<file path="src/rtl/pkt_tx_sched_pkg.sv">
// Shared types and constants for the transmit scheduler that sits in front of the OutFIFO stream port.
// Includes the FIFO status/command records, the UDP header record and the scheduler state encoding.
package pkt_tx_sched_pkg;

  localparam int unsigned OUTFIFO_KB_SIZE    = 32'd4;
  localparam int unsigned PKT_TX_TIMEOUT_DEF = 32'd65535;

  typedef logic [15:0] ptr_t;
  typedef logic [15:0] udp_length_t;

  typedef struct packed {
    ptr_t rd_ptr;
    ptr_t wr_ptr;
    logic empty;
    logic full;
    logic done;
  } s_fifo_st_t;

  typedef struct packed {
    logic        start;
    udp_length_t length;
    logic        clear;
  } s_fifo_cmd_t;

  typedef struct packed {
    udp_length_t len;
    logic [31:0] dst_ip;
    logic [15:0] dst_port;
    logic [15:0] src_port;
  } s_udp_tx_hdr_t;

  typedef enum logic [2:0] {
    IDLE      = 3'd0,
    WAIT_DATA = 3'd1,
    HDR       = 3'd2,
    STREAM    = 3'd3,
    DONE      = 3'd4
  } fsm_tx_sched_t;

  // Bytes currently held in the OutFIFO; modular subtraction keeps it correct across pointer wrap.
  function automatic ptr_t fifo_occupancy(input s_fifo_st_t st);
    return st.wr_ptr - st.rd_ptr;
  endfunction

endpackage

</file>
<file path="src/rtl/pkt_tx_sched_if.sv">
// Bundle of request, UDP header, OutFIFO and control signals around pkt_tx_sched.
// master is the scheduler side, slave is the surrounding environment.
interface pkt_tx_sched_if;
  import pkt_tx_sched_pkg::*;

  logic          req_valid_i;
  logic          req_ready_o;
  udp_length_t   req_len_i;
  logic [31:0]   req_dst_ip_i;
  logic [15:0]   req_dst_port_i;
  logic [15:0]   req_src_port_i;
  logic          hdr_valid_o;
  logic          hdr_ready_i;
  s_udp_tx_hdr_t hdr_o;
  s_fifo_st_t    fifo_st_i;
  s_fifo_cmd_t   fifo_cmd_o;
  logic          flush_i;
  logic          busy_o;
  logic          err_len_o;
  logic [31:0]   sent_cnt_o;

  modport master (
    input  req_valid_i, req_len_i, req_dst_ip_i, req_dst_port_i, req_src_port_i,
    input  hdr_ready_i, fifo_st_i, flush_i,
    output req_ready_o, hdr_valid_o, hdr_o, fifo_cmd_o, busy_o, err_len_o, sent_cnt_o
  );

  modport slave (
    output req_valid_i, req_len_i, req_dst_ip_i, req_dst_port_i, req_src_port_i,
    output hdr_ready_i, fifo_st_i, flush_i,
    input  req_ready_o, hdr_valid_o, hdr_o, fifo_cmd_o, busy_o, err_len_o, sent_cnt_o
  );

endinterface

</file>
<file path="src/rtl/pkt_tx_sched.sv">
// Transmit scheduler: accepts one send request, waits for payload in the OutFIFO, hands the UDP header
// to the stack, streams the packet and counts it. Optional watchdog abort: PKT_TX_SCHED_TIMEOUT_EN.
module pkt_tx_sched
  import pkt_tx_sched_pkg::*;
#(
  parameter int unsigned MAX_LEN        = OUTFIFO_KB_SIZE * 32'd1024,
  parameter int unsigned TIMEOUT_CYCLES = PKT_TX_TIMEOUT_DEF
) (
  input logic            clk,
  input logic            rst,
  pkt_tx_sched_if.master bus
);

  fsm_tx_sched_t state_r;
  fsm_tx_sched_t state_nx_s;
  s_udp_tx_hdr_t req_r;
  s_fifo_cmd_t   cmd_r;
  logic          ready_r;
  logic          busy_r;
  logic          hdr_valid_r;
  logic          err_len_r;
  logic          flush_pend_r;
  logic [31:0]   sent_cnt_r;

  logic          req_ready_s;
  logic          accept_s;
  logic          len_bad_s;
  logic          data_ready_s;
  logic          flush_req_s;
  logic          clear_s;
  logic          reject_s;
  logic          abort_s;
  logic          tmo_hit_s;
  logic          unused_s;

  // A flush seen outside IDLE is parked in flush_pend_r and also blocks new requests until issued.
  assign req_ready_s  = ready_r && !bus.flush_i && !flush_pend_r;
  assign accept_s     = (state_r == IDLE) && bus.req_valid_i && req_ready_s;
  assign len_bad_s    = (bus.req_len_i == 16'd0) || (32'(bus.req_len_i) > MAX_LEN);
  assign data_ready_s = (fifo_occupancy(bus.fifo_st_i) >= req_r.len);
  assign flush_req_s  = bus.flush_i || flush_pend_r;
  assign clear_s      = ((state_r == IDLE) && flush_req_s) || abort_s;
  assign unused_s     = &{1'b0, bus.fifo_st_i.empty, bus.fifo_st_i.full, (TIMEOUT_CYCLES != 32'd0)};

`ifdef PKT_TX_SCHED_TIMEOUT_EN
  logic [15:0] tmo_cnt_r;

  assign tmo_hit_s = ((state_r == WAIT_DATA) || (state_r == STREAM)) &&
                     (32'(tmo_cnt_r) >= (TIMEOUT_CYCLES - 32'd1));

  // Watchdog counts cycles spent in the current waiting state and restarts on every transition.
  always_ff @(posedge clk or negedge rst) begin
    if (!rst) begin
      tmo_cnt_r <= 16'd0;
    end else if (state_nx_s != state_r) begin
      tmo_cnt_r <= 16'd0;
    end else if ((state_r == WAIT_DATA) || (state_r == STREAM)) begin
      tmo_cnt_r <= tmo_cnt_r + 16'd1;
    end else begin
      tmo_cnt_r <= 16'd0;
    end
  end
`else
  assign tmo_hit_s = 1'b0;
`endif

  // State register.
  always_ff @(posedge clk or negedge rst) begin
    if (!rst) begin
      state_r <= IDLE;
    end else begin
      state_r <= state_nx_s;
    end
  end

  // Next-state logic; forward progress takes priority over a watchdog expiry in the same cycle.
  always_comb begin
    state_nx_s = state_r;
    reject_s   = 1'b0;
    abort_s    = 1'b0;
    case (state_r)
      IDLE: begin
        if (accept_s) begin
          if (len_bad_s) begin
            reject_s = 1'b1;
          end else begin
            state_nx_s = WAIT_DATA;
          end
        end else begin
          state_nx_s = IDLE;
        end
      end
      WAIT_DATA: begin
        if (data_ready_s) begin
          state_nx_s = HDR;
        end else if (tmo_hit_s) begin
          abort_s    = 1'b1;
          state_nx_s = IDLE;
        end else begin
          state_nx_s = WAIT_DATA;
        end
      end
      HDR: begin
        if (bus.hdr_ready_i) begin
          state_nx_s = STREAM;
        end else begin
          state_nx_s = HDR;
        end
      end
      STREAM: begin
        if (bus.fifo_st_i.done) begin
          state_nx_s = DONE;
        end else if (tmo_hit_s) begin
          abort_s    = 1'b1;
          state_nx_s = IDLE;
        end else begin
          state_nx_s = STREAM;
        end
      end
      DONE: begin
        state_nx_s = IDLE;
      end
      default: begin
        state_nx_s = IDLE;
      end
    endcase
  end

  // Request fields are captured only at acceptance and then held for the whole packet.
  always_ff @(posedge clk or negedge rst) begin
    if (!rst) begin
      req_r <= '0;
    end else if (accept_s) begin
      req_r <= '{len:      bus.req_len_i,
                 dst_ip:   bus.req_dst_ip_i,
                 dst_port: bus.req_dst_port_i,
                 src_port: bus.req_src_port_i};
    end else begin
      req_r <= req_r;
    end
  end

  // Outputs are registered from the next state so they line up with the state they describe.
  always_ff @(posedge clk or negedge rst) begin
    if (!rst) begin
      ready_r      <= 1'b0;
      busy_r       <= 1'b0;
      hdr_valid_r  <= 1'b0;
      cmd_r        <= '0;
      err_len_r    <= 1'b0;
      flush_pend_r <= 1'b0;
      sent_cnt_r   <= 32'd0;
    end else begin
      ready_r      <= (state_nx_s == IDLE);
      busy_r       <= (state_nx_s != IDLE);
      hdr_valid_r  <= (state_nx_s == HDR);
      cmd_r.start  <= (state_nx_s == STREAM);
      cmd_r.length <= (state_nx_s == STREAM) ? req_r.len : 16'd0;
      cmd_r.clear  <= clear_s;
      err_len_r    <= reject_s || abort_s;
      flush_pend_r <= (state_r == IDLE) ? 1'b0 : flush_req_s;
      if ((state_r == STREAM) && (state_nx_s == DONE)) begin
        sent_cnt_r <= sent_cnt_r + 32'd1;
      end else begin
        sent_cnt_r <= sent_cnt_r;
      end
    end
  end

  assign bus.req_ready_o = req_ready_s;
  assign bus.hdr_valid_o = hdr_valid_r;
  assign bus.hdr_o       = req_r;
  assign bus.fifo_cmd_o  = cmd_r;
  assign bus.busy_o      = busy_r;
  assign bus.err_len_o   = err_len_r;
  assign bus.sent_cnt_o  = sent_cnt_r;

endmodule

</file>
<file path="src/flat_wrapper.sv">
// flat-port wrapper written by rule: the top's interface ports become plain ports
module pkt_tx_sched_flat import pkt_tx_sched_pkg::*;
#(
  parameter int unsigned MAX_LEN        = OUTFIFO_KB_SIZE * 32'd1024,
  parameter int unsigned TIMEOUT_CYCLES = PKT_TX_TIMEOUT_DEF
)
  (clk, rst, bus_req_valid_i, bus_req_len_i, bus_req_dst_ip_i, bus_req_dst_port_i, bus_req_src_port_i, bus_hdr_ready_i, bus_fifo_st_i, bus_flush_i, bus_req_ready_o, bus_hdr_valid_o, bus_hdr_o, bus_fifo_cmd_o, bus_busy_o, bus_err_len_o, bus_sent_cnt_o);
  pkt_tx_sched_if bus_i ();
  input logic clk;
  input logic rst;
  input wire logic [$bits(bus_i.req_valid_i)-1:0] bus_req_valid_i;
  input wire logic [$bits(bus_i.req_len_i)-1:0] bus_req_len_i;
  input wire logic [$bits(bus_i.req_dst_ip_i)-1:0] bus_req_dst_ip_i;
  input wire logic [$bits(bus_i.req_dst_port_i)-1:0] bus_req_dst_port_i;
  input wire logic [$bits(bus_i.req_src_port_i)-1:0] bus_req_src_port_i;
  input wire logic [$bits(bus_i.hdr_ready_i)-1:0] bus_hdr_ready_i;
  input wire logic [$bits(bus_i.fifo_st_i)-1:0] bus_fifo_st_i;
  input wire logic [$bits(bus_i.flush_i)-1:0] bus_flush_i;
  output wire logic [$bits(bus_i.req_ready_o)-1:0] bus_req_ready_o;
  output wire logic [$bits(bus_i.hdr_valid_o)-1:0] bus_hdr_valid_o;
  output wire logic [$bits(bus_i.hdr_o)-1:0] bus_hdr_o;
  output wire logic [$bits(bus_i.fifo_cmd_o)-1:0] bus_fifo_cmd_o;
  output wire logic [$bits(bus_i.busy_o)-1:0] bus_busy_o;
  output wire logic [$bits(bus_i.err_len_o)-1:0] bus_err_len_o;
  output wire logic [$bits(bus_i.sent_cnt_o)-1:0] bus_sent_cnt_o;
  assign bus_i.req_valid_i = bus_req_valid_i;
  assign bus_i.req_len_i = bus_req_len_i;
  assign bus_i.req_dst_ip_i = bus_req_dst_ip_i;
  assign bus_i.req_dst_port_i = bus_req_dst_port_i;
  assign bus_i.req_src_port_i = bus_req_src_port_i;
  assign bus_i.hdr_ready_i = bus_hdr_ready_i;
  assign bus_i.fifo_st_i = bus_fifo_st_i;
  assign bus_i.flush_i = bus_flush_i;
  assign bus_req_ready_o = bus_i.req_ready_o;
  assign bus_hdr_valid_o = bus_i.hdr_valid_o;
  assign bus_hdr_o = bus_i.hdr_o;
  assign bus_fifo_cmd_o = bus_i.fifo_cmd_o;
  assign bus_busy_o = bus_i.busy_o;
  assign bus_err_len_o = bus_i.err_len_o;
  assign bus_sent_cnt_o = bus_i.sent_cnt_o;
  pkt_tx_sched #(.MAX_LEN(MAX_LEN), .TIMEOUT_CYCLES(TIMEOUT_CYCLES)) u_core (.clk(clk), .rst(rst), .bus(bus_i));
endmodule
</file>
<file path="config.mk">
export PLATFORM = sky130hd
export DESIGN_NAME = pkt_tx_sched_flat
export DESIGN_NICKNAME = d
export VERILOG_FILES = /design/src/rtl/pkt_tx_sched_pkg.sv /design/src/rtl/pkt_tx_sched_if.sv /design/src/rtl/pkt_tx_sched.sv /design/src/flat_wrapper.sv
export SDC_FILE = /design/constraint.sdc
export NUM_CORES = 1
export LEC_CHECK = 0
export ABC_CLOCK_PERIOD_IN_PS = 3900
export CAP_MARGIN = 20
export CORE_MARGIN = 4
export CORE_UTILIZATION = 41
export DETAILED_ROUTE_END_ITERATION = 8
export PLACE_DENSITY_LB_ADDON = 0.12
export REMOVE_ABC_BUFFERS = 1
export SYNTH_ARGS = -nofsm -noshare
export SYNTH_HDL_FRONTEND = slang
export SYNTH_SLANG_ARGS = --single-unit
</file>
<file path="constraint.sdc">
create_clock -name clk -period 3.9 [get_ports clk]
set_clock_uncertainty 0.15 [all_clocks]
set_input_delay 0.78 -clock clk [delete_from_list [all_inputs] [get_ports clk]]
set_output_delay 0.78 -clock clk [all_outputs]
set_load 0.02 [all_outputs]
</file>
==> results.sh, run 1 <==
# source this file to load flow results
export IMPL_outcome="completed"
export IMPL_worstPathArrival_ps=3910
export IMPL_std_cell_rows=45
export IMPL_antenna_found_initial=0
export IMPL_power_switching_uw=2330
export IMPL_grt_ovfl_total=0
export IMPL_syn_area_sq_um=6420
export IMPL_ys_async_sr_fraction_pct=100
export IMPL_routed_via_density=4.71
export IMPL_grt_max_degree=82
export IMPL_p_clk_share_pct=25.2
export IMPL_hold_class="primary input to asynchronous set/reset pin"
export IMPL_top_layer_used="met4"
export IMPL_seq_share_pct=34.3
export IMPL_p_comb_uw=2740
export IMPL_avgSynthCellArea_sq_um=9.40
export IMPL_grt_pass1_vias=5646
export IMPL_period_used_pct=96.5
export IMPL_boundaryPins=254
export IMPL_p_leak_uw=0.00478
export IMPL_p_int_uw=4190
export IMPL_adder_share_pct=6.55
export IMPL_clk_power_uw=1640
export IMPL_cts_repair_resized=0
export IMPL_synth_top_cell_by_area="dfrtp_1"
export IMPL_chipArea_sq_um=17700
export IMPL_track_usage_pct=19.7
export IMPL_warnings=27
export IMPL_clock_sinks=138
export IMPL_worstPathMaxFanout=3
export IMPL_dp_cells=1153
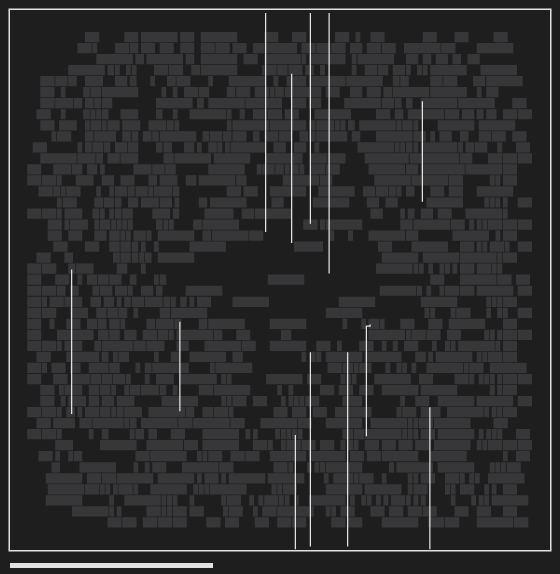
Run 1: the metal 4 layer
Scale bar: 50 um. Cells faint in the background.
- nets with wire on the layer: 10
- share of all routed wire: 2.7%
- main direction: vertical
- longest straight run: 63.9 um

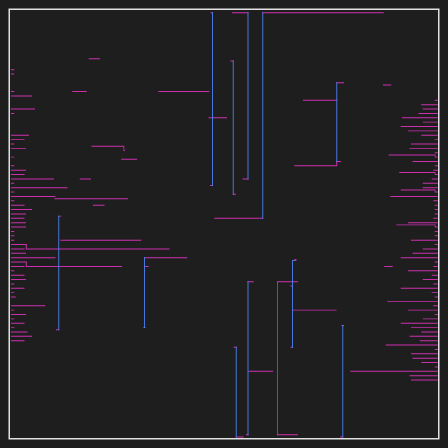
Run 1: wiring by layer
Only two layers are drawn.
- blue: metal 4 (wire length 478 um)
- magenta: metal 3 (wire length 915 um)

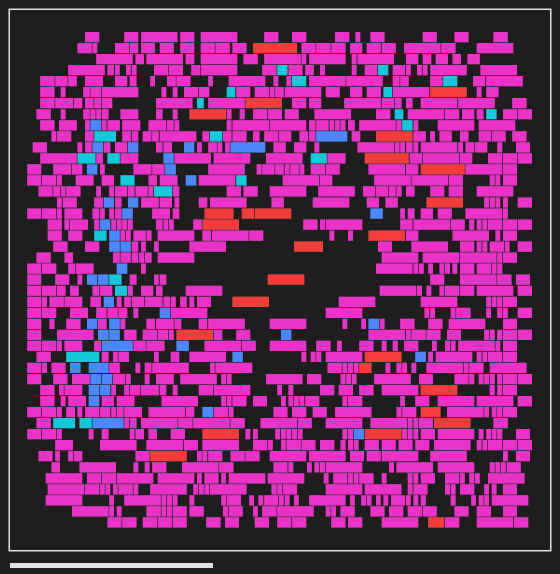
Run 1: drive-strength map
Scale bar: 50 um.
- blue: _3 and _4 cells (cells 43; share 4.4%; most used buf_4)
- cyan: _2 cells (cells 24; share 2.5%; most used and3_2)
- magenta: _0 and _1 cells (cells 884; share 90%; most used clkdlybuf4s50_1)
- red: _6 and larger (cells 26; share 2.7%; most used clkbuf_16)

Run 1, clock nets:
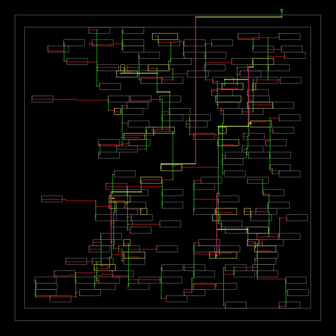

--- run 2 (diff from run 1) ---
RECOVER_POWER = 50   (was default)
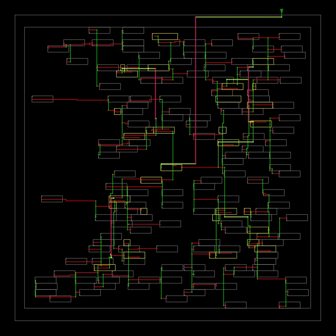
Run 2: clock nets
sequential cell count: 138
clkbuf count: 19
Power Clock: 1650 uW

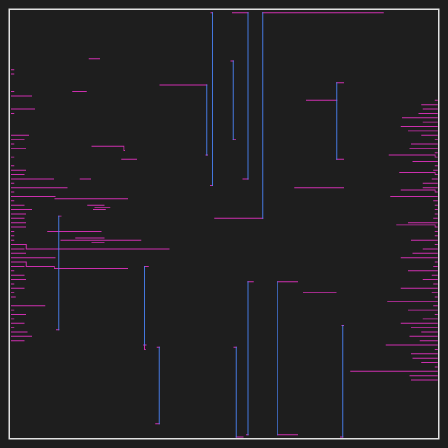
Run 2: wiring by layer
Only two layers are drawn.
- blue: metal 4 (wire length 481 um)
- magenta: metal 3 (wire length 925 um)
routed vias: 5,602
GRT Overall Usage: 19.7%
Avg WL per Cell: 14.8 um
Detailed Route WL: 17.6 mm

==> run 2 against run 1 <==
The run now ends with capacitance limit, slew limit left. Clock power about the same. Non-clock buffer count unchanged. Total power down 0.50%. First-iteration DRC count down 3.7%. Via count about the same. Hold slack better by 74 ps. Maximum frequency up 0.12%. Setup slack better by 4.4 ps. Design area down 0.37%. Combinational power about the same. Utilization down 0.25 points. Die area unchanged. Highest routed layer unchanged.
==> results.sh, run 2 <==
# source this file to load flow results
export IMPL_outcome="complete, but fails checks"
export IMPL_drv_slew=81
export IMPL_maxCapViolCount=1
export IMPL_grt_max_degree=82
export IMPL_ys_sh_aoi_pct=5.90
export IMPL_boundaryPins=254
export IMPL_p_comb_uw=2710
export IMPL_wl_met3_um=925
export IMPL_routed_via_density=4.72
export IMPL_antenna_found_initial=0
export IMPL_worstPathMaxFanout=3
export IMPL_path_buffers=4
export IMPL_cts_repair_resized=0
export IMPL_p_leak_uw=0.00477
export IMPL_diodes=0
export IMPL_hold_class="flip-flop to flip-flop"
export IMPL_p_clk_share_pct=25.4
export IMPL_syn_area_sq_um=6420
export IMPL_avgSynthCellArea_sq_um=9.40
export IMPL_std_cell_rows=45
export IMPL_finalSetupViolations=0
export IMPL_period_used_pct=96.4
export IMPL_ys_warnings_count=0
export IMPL_worstPathArrival_ps=3910
export IMPL_start_kind="primary input"
export IMPL_synth_flops=138
export IMPL_ys_async_sr_fraction_pct=100
export IMPL_grt_pass1_vias=5646
export IMPL_top_layer_used="met4"
export IMPL_layoutNonFillerInstCount=1188
export IMPL_met2_usage_pct=33.7
export IMPL_p_int_uw=4160
export IMPL_first_pass_iters=7
export IMPL_power_switching_uw=2320
export IMPL_violations="capacitance limit, slew limit"
export IMPL_grt_ovfl_total=0
export IMPL_seq_share_pct=34.4
export IMPL_clock_sinks=138
export IMPL_synth_top_cell_by_area="dfrtp_1"
export IMPL_chipArea_sq_um=17700
export IMPL_dp_cells=1153
export IMPL_warnings=27
Run 2, metal 2:
Cells faint in the background.
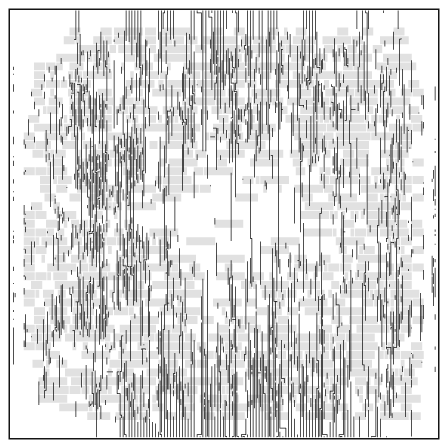

--- run 3 (diff from run 2) ---
CORE_UTILIZATION = 40   (was 41)
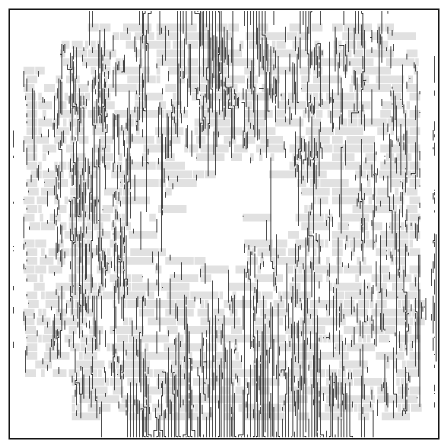
Run 3: metal 2
Cells faint in the background.
- nets with wire on the layer: 908
- main direction: vertical
- longest straight run: 61.2 um

==> run 3 against run 2 <==
The run still ends with capacitance limit, slew limit left. First-iteration DRC count fell by 20%. Sequential power barely moved. Register-to-register slack improved by 50 ps. Total power fell by 2.7%. Hold slack got worse by 2.7 ps. Routed wire length fell by 0.59%. Via count fell by 1.1%. Final cell count rose by 0.25%. Non-clock buffer count fell by 3. Synthesized cell count did not move. Global-route usage fell by 0.24 points. Die area rose by 2.3%. Critical endpoint unchanged.
==> results.sh, run 3 <==
# source this file to load flow results
export IMPL_outcome="complete, but fails checks"
export IMPL_violations="capacitance limit, slew limit"
export IMPL_chipArea_sq_um=18100
export IMPL_grt_pass1_vias=5321
export IMPL_period_used_pct=95.2
export IMPL_clkbuf_count=25
export IMPL_ys_warnings_count=0
export IMPL_grt_ovfl_total=0
export IMPL_p_leak_uw=0.00475
export IMPL_clock_sinks=138
export IMPL_boundaryPins=254
export IMPL_ys_sh_aoi_pct=5.90
export IMPL_syn_area_sq_um=6420
export IMPL_seq_share_pct=34.7
export IMPL_synth_top_cell_by_area="dfrtp_1"
export IMPL_drt_total_wl_mm=17.5
export IMPL_worstPathArrival_ps=3920
export IMPL_synth_flops=138
export IMPL_track_usage_pct=19.4
export IMPL_avgSynthCellArea_sq_um=9.40
export IMPL_power_switching_uw=2270
export IMPL_path_buffers=3
export IMPL_p_int_uw=4040
export IMPL_first_pass_iters=4
export IMPL_dp_cells=1158
export IMPL_p_clk_share_pct=23.8
export IMPL_ys_async_sr_fraction_pct=100
export IMPL_wl_met3_mm=1.34
export IMPL_drv_slew=80
export IMPL_maxCapViolCount=1
export IMPL_routed_via_density=4.65
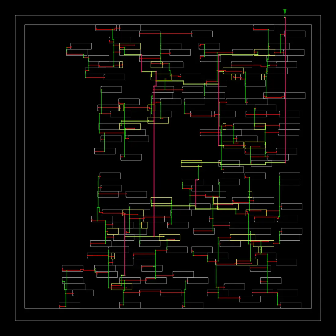
Run 3: clock nets
Power Clock: 1500 uW
CTS Buf Count: 17

Power and IR drop assume default switching activity.
